**Run 1: signal wires on met2**

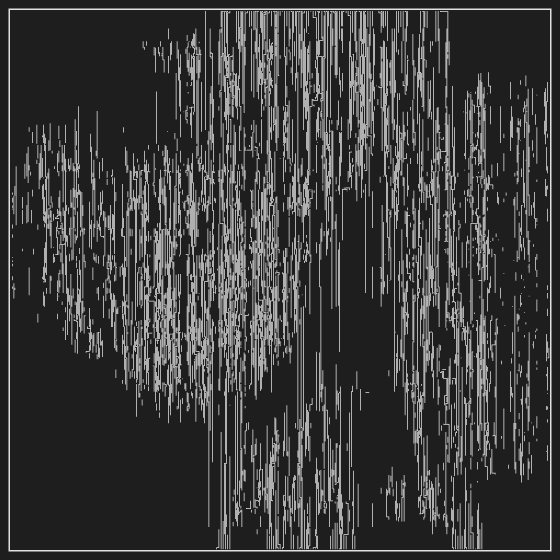
**Run 1: signal wires on met1**

Supply wires on this layer in gray.
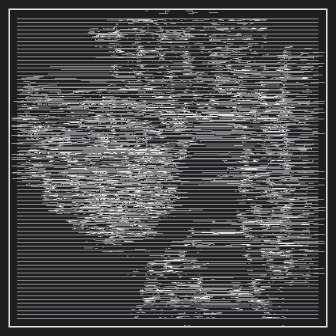
**Run 1: signal wires on met4**

The bar under the picture is 50 um long. Supply wires on this layer in gray. Cells faint in the background.
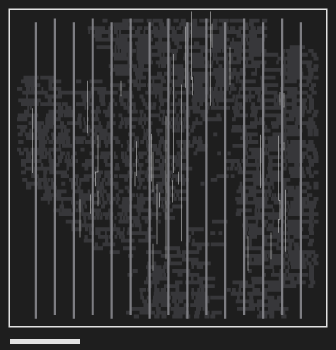
File: config.mk
export PLATFORM = sky130hd
export DESIGN_NAME = demux64_wr
export DESIGN_NICKNAME = d
export VERILOG_FILES = /design/src/rtl/demux64_wr.sv
export SDC_FILE = /design/constraint.sdc
export NUM_CORES = 1
export LEC_CHECK = 0
export CAP_MARGIN = 5
export CORE_MARGIN = 5
export CORE_UTILIZATION = 30
export DETAILED_ROUTE_END_ITERATION = 16
export PLACE_DENSITY = 0.6
export SYNTH_ARGS = -nofsm -noshare
export SYNTH_HDL_FRONTEND = slang
export SYNTH_SLANG_ARGS = --single-unit
File: constraint.sdc
create_clock -name clk -period 3.5 [get_ports clk]
set_clock_uncertainty 0.05 [all_clocks]
set_input_delay 0.7 -clock clk [delete_from_list [all_inputs] [get_ports clk]]
set_output_delay 0.7 -clock clk [all_outputs]
set_load 0.005 [all_outputs]
File: src/rtl/demux64_wr.sv
// Purpose: 64-entry x W register bank with auto-pointer/explicit writes, distinct-write count and a 64-cycle clear sweep.
// Latency: accepted write visible on q the following cycle; clear completes 64 cycles after it is taken.
// Backpressure: wr_ready drops during the sweep and in the cycle clr is raised; writes seen while not ready are dropped.
//
// Ports:
//   clk, reset_n        clock and synchronous active-low reset
//   clr                 start a clear sweep (ignored while one is running)
//   wr_valid/wr_ready   write handshake; wr_auto selects ptr (1) or wr_addr (0) as target
//   wr_addr, wr_data    explicit write index and write data
//   q                   all entries, entry i at q[W*i +: W]
//   ptr, cnt            auto-increment pointer, distinct entries written since last clear (0..64)
//   full, busy          cnt == 64, sweep in progress

module demux64_wr #(
   parameter int W = 4
) (
   input  logic            clk,
   input  logic            reset_n,
   input  logic            clr,
   input  logic            wr_valid,
   output logic            wr_ready,
   input  logic            wr_auto,
   input  logic [5:0]      wr_addr,
   input  logic [W-1:0]    wr_data,
   output logic [64*W-1:0] q,
   output logic [5:0]      ptr,
   output logic [6:0]      cnt,
   output logic            full,
   output logic            busy
);

   typedef enum logic {
      READY = 1'b0,
      SWEEP = 1'b1
   } state_t;

   state_t         state;
   state_t         state_nxt;
   logic [W-1:0]   entry [64];
   logic [63:0]    written;
   logic [5:0]     target;
   logic           accept;

   // State register
   always_ff @(posedge clk) begin
      if (!reset_n) begin
         state <= READY;
      end else begin
         state <= state_nxt;
      end
   end

   // Next state and handshake outputs
   always_comb begin
      state_nxt = state;
      wr_ready  = 1'b0;
      busy      = 1'b0;
      case (state)
         READY: begin
            // clr takes priority over a same-cycle write, so refuse it here
            wr_ready = !clr;
            if (clr) begin
               state_nxt = SWEEP;
            end
         end
         SWEEP: begin
            busy = 1'b1;
            if (ptr == 6'd63) begin
               state_nxt = READY;
            end
         end
         default: begin
            state_nxt = READY;
         end
      endcase
   end

   assign accept = wr_valid && wr_ready;
   assign target = wr_auto ? ptr : wr_addr;
   assign full   = (cnt == 7'd64);

   // Entry storage, written flags, pointer and count
   always_ff @(posedge clk) begin
      if (!reset_n) begin
         for (int i = 0; i < 64; i++) begin
            entry[i] <= '0;
         end
         written <= '0;
         ptr     <= '0;
         cnt     <= '0;
      end else if (state == SWEEP) begin
         // ptr walks 0..63 and wraps back to 0 on the final clear
         entry[ptr]   <= '0;
         written[ptr] <= 1'b0;
         ptr          <= ptr + 6'd1;
         if (ptr == 6'd63) begin
            cnt <= '0;
         end
      end else if (clr) begin
         ptr <= '0;
      end else if (accept) begin
         entry[target]   <= wr_data;
         written[target] <= 1'b1;
         if (wr_auto) begin
            ptr <= ptr + 6'd1;
         end
         // only first writes since the last clear add to the count
         if (!written[target]) begin
            cnt <= cnt + 7'd1;
         end
      end
   end

   // Flatten entries onto the selector bus
   for (genvar g = 0; g < 64; g++) begin : g_q
      assign q[W*g +: W] = entry[g];
   end

endmodule

==> results.sh, run 1 <==
# physical design summary
export IMPL_drive_above_1_share_pct=15.0
export IMPL_fa_ha_area_share_pct=0.267
export IMPL_end_kind="flip-flop"
export IMPL_yosys_stat_cells=1284
export IMPL_seqPwrFrac_pct=49.7
export IMPL_area_leaders="edfxtp_1 55%, dfxtp_1 11%, o21ai_0 5.9%"
export IMPL_ys_warn_count=0
export IMPL_outcome="finished clean"
export IMPL_gp_congestion=0.906
export IMPL_die_area_mm2=0.0513
export IMPL_syn_to_final_growth_pct=42.3
export IMPL_mux_share_pct=1.64
export IMPL_worst_ep_arrival_time_ps=3520
export IMPL_slowest_delay_ps=520
export IMPL_htree_levels=2
export IMPL_path_class="in -> reg"
export IMPL_portBuffers=286
export IMPL_die_w_um=227
export IMPL_drt_iter0_markers=1160
export IMPL_dp_hpwl_um=37100
export IMPL_edf_count=256
export IMPL_hold_path_class="reg -> reg"
export IMPL_cts_tree="done"
export IMPL_rsz0062_at_grt="false"
export IMPL_grt_pass1_vias=11600
export IMPL_p_clk_share_pct=41.7
export IMPL_power_internal_mw=6.89
export IMPL_detail_route_vias_per_cell=5.09
export IMPL_compound_area_share_pct=11.0
export IMPL_cts_root_buf="clkbuf_16"
export IMPL_ant_nets=0
export IMPL_finalSetupViolCount=0
export IMPL_postLayoutSetupSlackWorst_ps=340
export IMPL_ff_type="edfxtp_1"
export IMPL_synthMostInstantiatedCell="edfxtp_1"
export IMPL_power_density_mw_per_mm2=444
export IMPL_leakagePower_nw=6.95
export IMPL_grt_overflow=0
export IMPL_yosys_area_mm2=0.0141
export IMPL_core_area_mm2=0.0465
export IMPL_critPathMostFrequentCell="mux2_2"
export IMPL_cp_required_ps=3860
export IMPL_fp_util_pct=30.3
export IMPL_clock_path_buffers=3
export IMPL_synth_cellmix_simpleShare_pct=18.3
export IMPL_syn_avg_cell_area_um2=11.0
export IMPL_grtUsageTotal_pct=19.0
export IMPL_ir_drop_mv=0.276
export IMPL_netlist_area_mm2=0.0141
export IMPL_post_place_ws_ps=-149
export IMPL_cp_max_fo=20
export IMPL_pin_count=287
export IMPL_post_cts_resized=0
export IMPL_synthTopCellsByCount="256 x edfxtp_1, 220 x nor2_1, 167 x o21ai_0"
export IMPL_layout_nets=1727
export IMPL_finalHoldViolations=0
export IMPL_drc_errors=0
export IMPL_switching_share_pct=22.5
Back to the opening pictures, 'signal wires on met2':
The layer carries 24.4 mm of wire. The longest straight run is 87.5 um.
total number of vias: 11,900
grt met2 use: 31.8%
total wire length: 50,600 um

Back to the opening pictures, 'signal wires on met1':
1,604 nets have wire on it. The layer holds 42% of the routed length. The wires run mostly horizontal. The layer carries 21.2 mm of wire. The longest straight run is 69.9 um.

Back to the opening pictures, 'signal wires on met4':
The wires run mostly vertical. The layer holds 2.2% of the routed length. The longest straight run is 112 um. 25 nets have wire on it. The layer carries 1,120 um of wire.

-- run 1: critical path: cells and delay by family --
kind | cells | cell delay, ps
multiplexers | 2 | 660
buffers and inverters | 2 | 690
AND-OR/OR-AND | 4 | 1000
AND/OR/NAND/NOR | 2 | 460
-- run 1: flip-flops by register name (all words and copies together), names as in the netlist --
signal   count
entry      256
written     64
cnt          7
ptr          6
state        1
-- run 1: power by group through the flow --
stage / Clock (mW) / Sequential (mW) / Combinational [mW]
after floorplan: 0 / 4.50 / 0.246
after global placement: 0 / 4.50 / 0.760
after detailed placement: 0 / 4.50 / 0.768
after CTS: 3.78 / 4.42 / 0.770
after global routing: 3.94 / 4.43 / 0.819
final: 3.71 / 4.42 / 0.770
-- run 1: per-stage QoR --
step | setup TNS [ps] | instance area, um^2 | instances | util, %
final | 0 | 20000 | 2341 | 43.1
after global placement | -1180 | 18900 | 2277 | 40.7
after CTS | 0 | 20000 | 2341 | 43.1
after floorplan | 0 | 14100 | 1284 | -
after detailed placement | -2670 | 18900 | 2277 | 40.7
after global routing | 0 | 20000 | 2341 | 43.1
-- run 1: routing by layer --
layer	up-vias	GRT usage (%)	share of wire [%]
li1	5471	-	-
met4	0	4.54	2.2
met3	76	3.72	7.6
met2	566	31.8	48
met1	5800	25.8	42
met5	-	0	0
-- run 1: final timing paths --
kind                               endpoint  slack, ps   startpoint  cells after the start
worst max-delay path                 cnt[6]        340      wr_auto                     10
worst min-delay path            written[48]        440  written[48]                      2
worst max register to register       cnt[6]        650       ptr[2]                     10
worst min register to register  written[48]        440  written[48]                      2
-- run 1: final cells by class --
class	instances	area (um^2)	area share, %
Tap cell	607	759	3.79
Clock buffer	45	956	4.77
Inverter	9	33.8	0.169
Clock inverter	19	168	0.837
Sequential cell	334	9250	46.2
Timing Repair Buffer	478	4430	22.1
Multi-Input combinational cell	849	4430	22.1
-- run 1: cell usage in the layout (no fill, tap or decap), types with 5 or more instances in the layout --
cell | netlist | routed
clkdlybuf4s50_1 | 0 | 285
edfxtp_1 | 256 | 256
nor2_1 | 220 | 220
buf_4 | 0 | 183
o21ai_0 | 167 | 167
nand2_1 | 112 | 108
nor3_1 | 92 | 92
dfxtp_1 | 78 | 78
and2_1 | 45 | 45
clkbuf_16 | 0 | 37
nand3_1 | 33 | 33
a21boi_0 | 27 | 27
mux2i_1 | 14 | 14
nand4_1 | 14 | 14
a21oi_1 | 11 | 11
buf_12 | 0 | 10
inv_1 | 9 | 9
and3_1 | 9 | 9
clkinv_1 | 0 | 9
mux2_2 | 8 | 8
clkbuf_1 | 83 | 8
a21o_1 | 6 | 6
nand3b_1 | 6 | 6
nor2b_1 | 5 | 5
o31ai_1 | 5 | 5
-- run 1: cell families (layout without fill, tap and decap cells) --
logic type / Yosys count / count (layout)
AND-OR/OR-AND: 261 / 261
AND/OR/NAND/NOR: 560 / 560
XOR/XNOR: 3 / 3
buffers and inverters: 101 / 551
adder cells (fa/ha/maj): 3 / 3
flip-flops: 334 / 334
multiplexers: 22 / 22
==> run 2, diff against run 1 <==
SLEW_MARGIN = 25   (was not set)
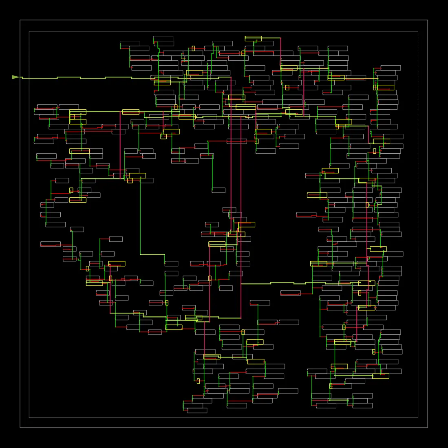
**Above:** run 2 (clock routing).
Clock Latency Late Sink: 530 ps
layout clock buffer count: 45
FFs & Latches: 334

==> run 2 against run 1 <==
Effect of this change: die area is the same; first-iteration DRC count is the same; final cell count unchanged; sequential power barely moved; wire length unchanged; clock power is essentially flat; combinational power about the same; utilization stayed put; via count unchanged.
==> results.sh, run 2 <==
# physical design summary
export IMPL_dp_hpwl_um=37100
export IMPL_setup_worst_path_start_class="primary input"
export IMPL_die_area_mm2=0.0513
export IMPL_gp_congestion=0.906
export IMPL_grt_util_met1_pct=25.8
export IMPL_worst_ep_arrival_time_ps=3520
export IMPL_reg2reg_depth=10
export IMPL_cts_root_buf="clkbuf_16"
export IMPL_fa_ha_area_share_pct=0.267
export IMPL_power_density_mw_per_mm2=444
export IMPL_ant_nets=0
export IMPL_htree_levels=2
export IMPL_portBuffers=286
export IMPL_synth_cellmix_simpleShare_pct=18.3
export IMPL_pin_count=287
export IMPL_placed_cell_area_mm2=0.0189
export IMPL_yosys_area_mm2=0.0141
export IMPL_syn_to_final_growth_pct=42.3
export IMPL_drt_iter0_markers=1160
export IMPL_grtUsageTotal_pct=19.0
export IMPL_die_w_um=227
export IMPL_ir_drop_mv=0.276
export IMPL_mux_share_pct=1.64
export IMPL_grt_max_degree=137
export IMPL_regMostFlops="entry"
export IMPL_detail_route_vias_per_cell=5.09
export IMPL_setup_tns_ps=0
export IMPL_synthMostInstantiatedCell="edfxtp_1"
export IMPL_wl_um=50600
export IMPL_lay_top_count="clkdlybuf4s50_1"
export IMPL_fp_util_pct=30.3
export IMPL_core_area_mm2=0.0465
export IMPL_numSynthFlops=334
export IMPL_compound_area_share_pct=11.0
export IMPL_clock_path_buffers=3
export IMPL_fin_area_mm2=0.0200
export IMPL_min_to="written[48]"
export IMPL_grt_pass1_vias=11600
export IMPL_yosys_stat_cells=1284
export IMPL_met2_usage_pct=31.8
export IMPL_outcome="finished clean"
export IMPL_min_from="written[48]"
export IMPL_hold_path_class="reg -> reg"
export IMPL_layout_nets=1727
export IMPL_worst_r2r_endpoint="cnt[6]"
export IMPL_largestRegisters="entry: 256 flops, written: 64 flops, cnt: 7 flops"
export IMPL_rsz0062_at_grt="false"
export IMPL_vias=11900
export IMPL_post_cts_resized=0
export IMPL_r2r_slack_ps=650
export IMPL_largest_register_ff_count=256
export IMPL_r2r_start="ptr[2]"
export IMPL_drive_above_1_share_pct=15.0
export IMPL_edf_count=256
export IMPL_synthCells=1284
export IMPL_leakagePower_nw=6.95
export IMPL_netlist_area_mm2=0.0141
export IMPL_hold_depth=2
export IMPL_drc_errors=0
export IMPL_final_util_pct=43.1
export IMPL_cp_max_fo=20
export IMPL_use_met3_pct=3.72
export IMPL_ff_type="edfxtp_1"
export IMPL_finalHoldViolations=0
export IMPL_ys_warn_count=0
export IMPL_path_class="in -> reg"
export IMPL_grt_overflow=0
export IMPL_area_leaders="edfxtp_1 55%, dfxtp_1 11%, o21ai_0 5.9%"
export IMPL_end_kind="flip-flop"
export IMPL_cp_required_ps=3860
export IMPL_lay_top_cells="285 x clkdlybuf4s50_1, 256 x edfxtp_1, 220 x nor2_1"
export IMPL_top_usage_layer="met2"
==> run 2: cells by family after synthesis <==
| group | count (synthesis) |
|---|---|
| buf+inv | 101 |
| xor+xnor | 3 |
| fa+ha+maj | 3 |
| simple gates | 560 |
| compound gates | 261 |
| mux | 22 |
| flops | 334 |
==> run 2: cell type report <==
cell class	instances	area, um^2
Clock buffer	45	956
Clock inverter	19	168
Fill cell	4376	26400
Inverter	9	33.8
Multi-Input combinational cell	849	4430
Sequential cell	334	9250
Tap cell	607	759
Timing Repair Buffer	478	4430
==> run 2: worst max-delay path: stages <==
cell and delay, ps:
clkdlybuf4s50_1 520, buf_12 170, mux2_2 380, mux2_2 280
a222oi_1 340, a2bb2oi_2 280, nand3_4 130, nor3_4 330
a311oi_1 150, a41o_1 230
==> run 2: where the power goes <==
part | leakage (nW) | internal [mW] | switching (mW)
Sequential | 3.27 | 4.37 | 0.0529
Combinational | 3.14 | 0.369 | 0.402
Clock | 0.542 | 2.16 | 1.55
==> run 2: stage by stage <==
step	std cells	worst slack (ps)
after detailed placement	2277	-149
final	2341	340
after CTS	2341	409
after global placement	2277	-110
after floorplan	1284	306
after global routing	2341	136
==> run 2: metal layers <==
metal,up-vias,routed length [um]
met1,5800,21200
met4,0,1120
li1,5471,-
met3,76,3860
met2,566,24400
met5,-,0
==> run 2: worst max path at each step <==
stage | slack, ps | to | cells past startpoint | from
floorplan | 310 | entry[12][0] | 9 | wr_auto
global placement | -110 | entry[46][0] | 12 | clr
detailed placement | -150 | cnt[6] | 10 | wr_auto
CTS | 410 | cnt[6] | 10 | wr_auto
global route | 140 | entry[46][2] | 12 | clr
finish | 340 | cnt[6] | 10 | wr_auto
Power and IR drop assume default switching activity.
